Figure 1. Placement by cell class (run 1).
Bar = 50 um. Fill, decap, tap and diode cells in gray.
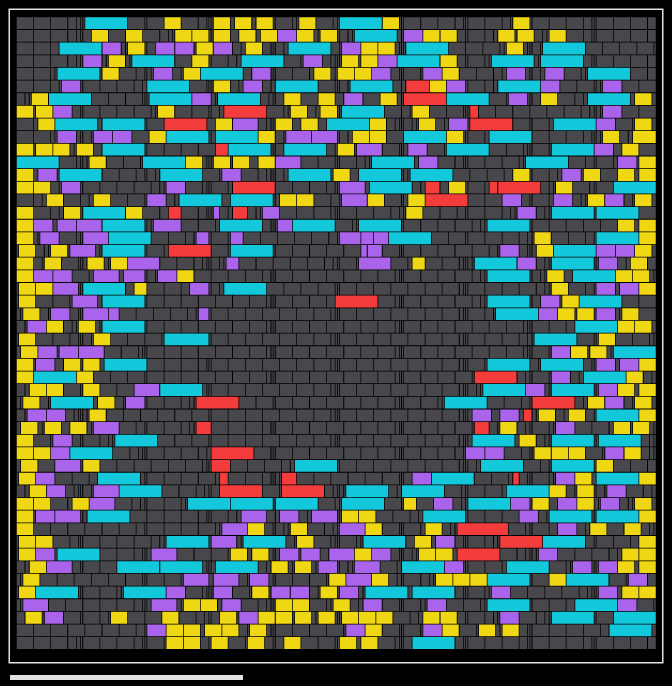
Figure 2. Clock routing (run 1).
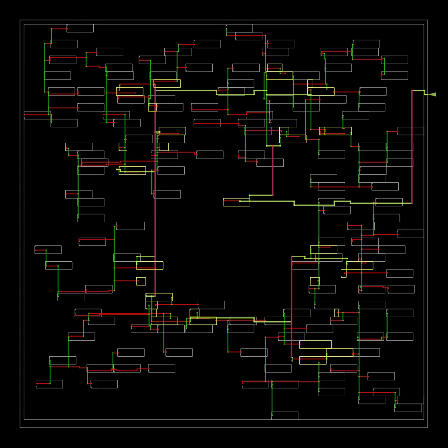
Figure 3. Logic cells by family (run 1).
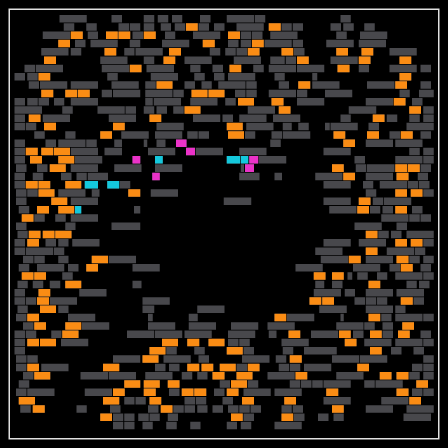
<file path="src/rtl/mips_mem_pkg.sv">
// ----------------------------------------------------------------------------
// mips_mem_pkg
// Shared types and defaults for the memory arbiter slice.
//   state_t  : arbiter sequencer states (IDLE, ACCESS, RESP)
//   grant_t  : which requester owns the memory (GRANT_INSTR / GRANT_DATA)
//   ADDR_W_DEFAULT / DATA_W_DEFAULT : default bus widths
// ----------------------------------------------------------------------------
package mips_mem_pkg;

    localparam int ADDR_W_DEFAULT = 32;
    localparam int DATA_W_DEFAULT = 32;

    typedef enum logic [1:0] {
        IDLE   = 2'd0,
        ACCESS = 2'd1,
        RESP   = 2'd2
    } state_t;

    typedef enum logic {
        GRANT_INSTR = 1'b0,
        GRANT_DATA  = 1'b1
    } grant_t;

endpackage

</file>
<file path="src/rtl/rr_arbiter2.sv">
// ----------------------------------------------------------------------------
// rr_arbiter2
// Combinational two-way round-robin picker.
//   req[1:0]   : in  request vector, bit 0 = instruction, bit 1 = data
//   last_grant : in  requester served most recently
//   gnt_valid  : out at least one request present
//   gnt_id     : out chosen requester
// ----------------------------------------------------------------------------
module rr_arbiter2
    import mips_mem_pkg::*;
(
    input  logic [1:0] req,
    input  grant_t     last_grant,
    output logic       gnt_valid,
    output grant_t     gnt_id
);

    // On contention the requester that was not served last wins; otherwise
    // the single active requester is taken as-is.
    always_comb begin
        gnt_valid = |req;
        gnt_id    = GRANT_INSTR;
        if (req == 2'b11) begin
            gnt_id = (last_grant == GRANT_DATA) ? GRANT_INSTR : GRANT_DATA;
        end else if (req[1]) begin
            gnt_id = GRANT_DATA;
        end
    end

endmodule

</file>
<file path="src/rtl/memory_arbiter.sv">
// ----------------------------------------------------------------------------
// memory_arbiter
// Shares one single-port memory between the instruction-fetch port and the
// data port of the core. Each access takes IDLE -> ACCESS -> RESP and ends
// with a one-cycle ack on the owning port.
//   clk_i, rst_i                        : clock, async active-low reset
//   ireq_i, iaddr_i, iack_o, idata_o    : instruction read port
//   dreq_i, dwe_i, daddr_i, dwdata_i,
//   dack_o, drdata_o                    : data read/write port
//   mem_cs_o, mem_we_o, mem_addr_o,
//   mem_data_o, mem_data_i              : memory interface
// ----------------------------------------------------------------------------
module memory_arbiter
    import mips_mem_pkg::*;
#(
    parameter int ADDR_W = ADDR_W_DEFAULT,
    parameter int DATA_W = DATA_W_DEFAULT
)
(
    input  logic              clk_i,
    input  logic              rst_i,
    input  logic              ireq_i,
    input  logic [ADDR_W-1:0] iaddr_i,
    output logic              iack_o,
    output logic [DATA_W-1:0] idata_o,
    input  logic              dreq_i,
    input  logic              dwe_i,
    input  logic [ADDR_W-1:0] daddr_i,
    input  logic [DATA_W-1:0] dwdata_i,
    output logic              dack_o,
    output logic [DATA_W-1:0] drdata_o,
    output logic              mem_cs_o,
    output logic              mem_we_o,
    output logic [ADDR_W-1:0] mem_addr_o,
    output logic [DATA_W-1:0] mem_data_o,
    input  logic [DATA_W-1:0] mem_data_i
);

    logic   w_gntValid;
    grant_t w_gntId;

    state_t r_state;
    grant_t r_grant;
    grant_t r_lastGrant;
    logic   r_isWrite;

    rr_arbiter2 u_rrArbiter (
        .req        ({dreq_i, ireq_i}),
        .last_grant (r_lastGrant),
        .gnt_valid  (w_gntValid),
        .gnt_id     (w_gntId)
    );

    // Access sequencer. Memory outputs are latched when the access is granted
    // so the requester's inputs are no longer needed afterwards; this is why
    // a request dropped early still completes. last_grant resets to DATA so
    // the instruction port wins the first contention.
    always_ff @(posedge clk_i or negedge rst_i) begin
        if (!rst_i) begin
            r_state     <= IDLE;
            r_grant     <= GRANT_INSTR;
            r_lastGrant <= GRANT_DATA;
            r_isWrite   <= 1'b0;
            mem_cs_o    <= 1'b0;
            mem_we_o    <= 1'b0;
            mem_addr_o  <= '0;
            mem_data_o  <= '0;
            iack_o      <= 1'b0;
            dack_o      <= 1'b0;
            idata_o     <= '0;
            drdata_o    <= '0;
        end else begin
            case (r_state)
                IDLE: begin
                    iack_o <= 1'b0;
                    dack_o <= 1'b0;
                    if (w_gntValid) begin
                        r_grant  <= w_gntId;
                        mem_cs_o <= 1'b1;
                        if (w_gntId == GRANT_DATA) begin
                            mem_we_o   <= dwe_i;
                            mem_addr_o <= daddr_i;
                            mem_data_o <= dwdata_i;
                            r_isWrite  <= dwe_i;
                        end else begin
                            mem_we_o   <= 1'b0;
                            mem_addr_o <= iaddr_i;
                            r_isWrite  <= 1'b0;
                        end
                        r_state <= ACCESS;
                    end
                end
                ACCESS: begin
                    mem_cs_o <= 1'b0;
                    mem_we_o <= 1'b0;
                    r_state  <= RESP;
                end
                RESP: begin
                    if (r_grant == GRANT_DATA) begin
                        dack_o <= 1'b1;
                        if (!r_isWrite) begin
                            drdata_o <= mem_data_i;
                        end
                    end else begin
                        iack_o  <= 1'b1;
                        idata_o <= mem_data_i;
                    end
                    r_lastGrant <= r_grant;
                    r_state     <= IDLE;
                end
                default: begin
                    r_state <= IDLE;
                end
            endcase
        end
    end

endmodule

</file>
<file path="config.mk">
export PLATFORM = sky130hd
export DESIGN_NAME = memory_arbiter
export DESIGN_NICKNAME = d
export VERILOG_FILES = /design/src/rtl/mips_mem_pkg.sv /design/src/rtl/rr_arbiter2.sv /design/src/rtl/memory_arbiter.sv
export SDC_FILE = /design/constraint.sdc
export NUM_CORES = 1
export LEC_CHECK = 0
export CORE_UTILIZATION = 30
export DETAILED_ROUTE_END_ITERATION = 7
export SLEW_MARGIN = 20
export SYNTH_ARGS = -nofsm -noshare
export SYNTH_HDL_FRONTEND = slang
export SYNTH_HIERARCHICAL = 1
export SYNTH_SLANG_ARGS = --single-unit
</file>
<file path="constraint.sdc">
create_clock -name clk_i -period 4.2 [get_ports clk_i]
set_input_delay 0.63 -clock clk_i [delete_from_list [all_inputs] [get_ports clk_i]]
set_output_delay 0.63 -clock clk_i [all_outputs]
set_load 0.02 [all_outputs]
</file>
==> impl_metrics.env, run 1 <==
# source this file to load flow results
export IMPL_netlist_instances=335
export IMPL_layout_area_overhead_vs_synth_pct=58.4
export IMPL_finish_cell_count_without_fillers=849
export IMPL_tap_cells=234
export IMPL_route_layer_met1_wl_um=5860
export IMPL_critPathTopFamily="simple AND/OR/NAND/NOR gates"
export IMPL_fp_dieW_um=140
export IMPL_critical_path_max_stage_delay_ns=0.88
export IMPL_totalPowerFinal_w=0.00740
export IMPL_num_cts_buffers=17
export IMPL_grt_start_max_net_pins=122
export IMPL_buffers=267
export IMPL_synth_area_mux_share_pct=33.9
export IMPL_max_cap_viol_count=0
export IMPL_synth_net_count=468
export IMPL_maxSlewViolCount=0
export IMPL_drc=0
export IMPL_power_switching_share_pct=34.4
export IMPL_insertedDiodeCount=0
export IMPL_run_status="finished clean"
export IMPL_clk_pin_slew_worst_paths_ns=0.06
export IMPL_floorplan_core_util_pct=30.6
export IMPL_fraction_of_final_layout_cells_with_drive_strength_greater_than_1_pct=32.8
export IMPL_synthesis_yosys_warnings=6
export IMPL_synth_seq_share_pct=59.9
export IMPL_most_frequent_cells_after_synthesis="136 x dfrtp_1, 125 x mux2_2, 35 x mux2_4"
export IMPL_ant_nets=0
export IMPL_synth_comb_largest_family="multiplexers"
export IMPL_groute_usage_overall_pct=14.8
-- Figure 1 (at the start) --
clock drivers and dummy loads: drawn in red, cells 32, share of their area 6.4%. combinational and other logic: drawn in purple, cells 179, share of their area 24%. remaining buffers and delay cells: drawn in yellow, cells 267, share of their area 30%. sequential cells: drawn in cyan, cells 137, share of their area 39%.

-- Figure 2 (at the start) --
insertion delay at the late pin of the worst-skew pair: 0.42 ns
clock sink count: 137
Setup Skew: 0.00947 ns
count of clock buffers in the final design: 19

-- Figure 3 (at the start) --
and/or cells: drawn in cyan, cells 6, most used and4bb_2. mux cells: drawn in orange, cells 161, most used mux2_2, where spread over the die. non-inverting ao/oa cells: drawn in magenta, cells 6.

--- run 2 (diff from run 1) ---
- clock period: 4.2 -> 2.22 ns (I/O delays scaled with it)
Figure 4. Layout detail (run 2).
Window x 10 to 60, y 80 to 130 um. Cells in gray, sequential cells in the stronger gray; small squares are vias.
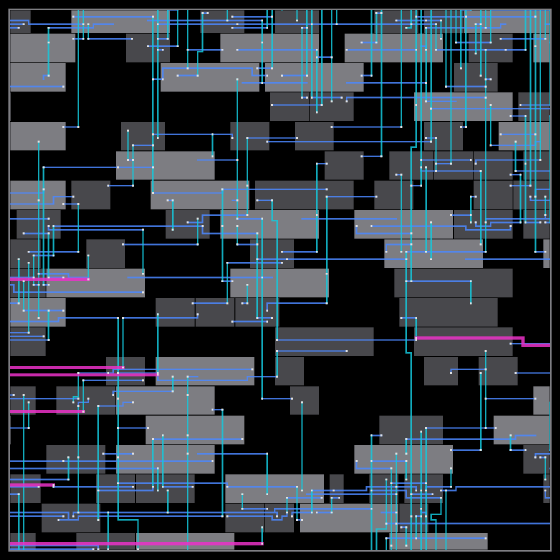
metal 3: drawn in magenta. metal 1: drawn in blue. metal 2: drawn in cyan.
91 logic cells have their middle in the window. Netlist names of flops here include `mem_data_o` (20), `mem_addr_o` (5). Most frequent: dfrtp_1 (30), clkdlybuf4s50_1 (22), mux2_2 (17). Sequential cells in the window: 30.

==> run 2 against run 1 <==
Against the previous run: first-iteration DRC count grew 45%; highest routed layer unchanged; area after synthesis is the same; combinational power grew 91%; total power grew 94%; flip-flop count is the same; largest cell class unchanged; synthesized cell count is the same; sequential share of layout area shrank 0.62 points; die area is the same; cell count grew 0.59%; clock skew shrank 0.0021 ns.
==> impl_metrics.env, run 2 <==
# source this file to load flow results
export IMPL_run_status="finished clean"
export IMPL_synth_net_count=468
export IMPL_groute_usage_overall_pct=14.8
export IMPL_insertedDiodeCount=0
export IMPL_finish_cell_count_without_fillers=854
export IMPL_top_class_by_area="flip-flops and latches"
export IMPL_synth_compound_gate_area_share_pct=1.03
export IMPL_fraction_of_final_layout_cells_with_drive_strength_greater_than_1_pct=33.2
export IMPL_most_frequent_cells_after_synthesis="136 x dfrtp_1, 125 x mux2_2, 35 x mux2_4"
export IMPL_clock_sink_count=137
export IMPL_p_switching_w=0.00486
export IMPL_clk_pin_slew_worst_paths_ns=0.06
export IMPL_synth_xor_area_share_pct=0
export IMPL_drc=0
export IMPL_totalPowerFinal_w=0.0143
export IMPL_critPathTopFamily="buffers and inverters"
export IMPL_nonClkBufAreaFrac_pct=30.0
export IMPL_drt_wl_total_um=13800
export IMPL_skew_ns=0.00735
export IMPL_power_switching_share_pct=33.9
export IMPL_buffers=272
export IMPL_maxSlewViolCount=0
export IMPL_top_power_group="combinational logic"
export IMPL_enable_flop_cells=0
export IMPL_grt_start_max_net_pins=69
export IMPL_synth_area_mux_share_pct=33.9
export IMPL_fillCellCount=1588
export IMPL_die_height_um=140
export IMPL_fp_dieW_um=140
export IMPL_route_layer_met1_wl_um=5750
export IMPL_ant_nets=0
export IMPL_max_cap_viol_count=0
export IMPL_min_period_ns=1.78
export IMPL_synth_seq_share_pct=59.9
export IMPL_dr_wl_met2_um=6760
export IMPL_floorplan_core_util_pct=30.6
export IMPL_num_cts_buffers=17
Power is estimated from default activity; no workload was simulated.
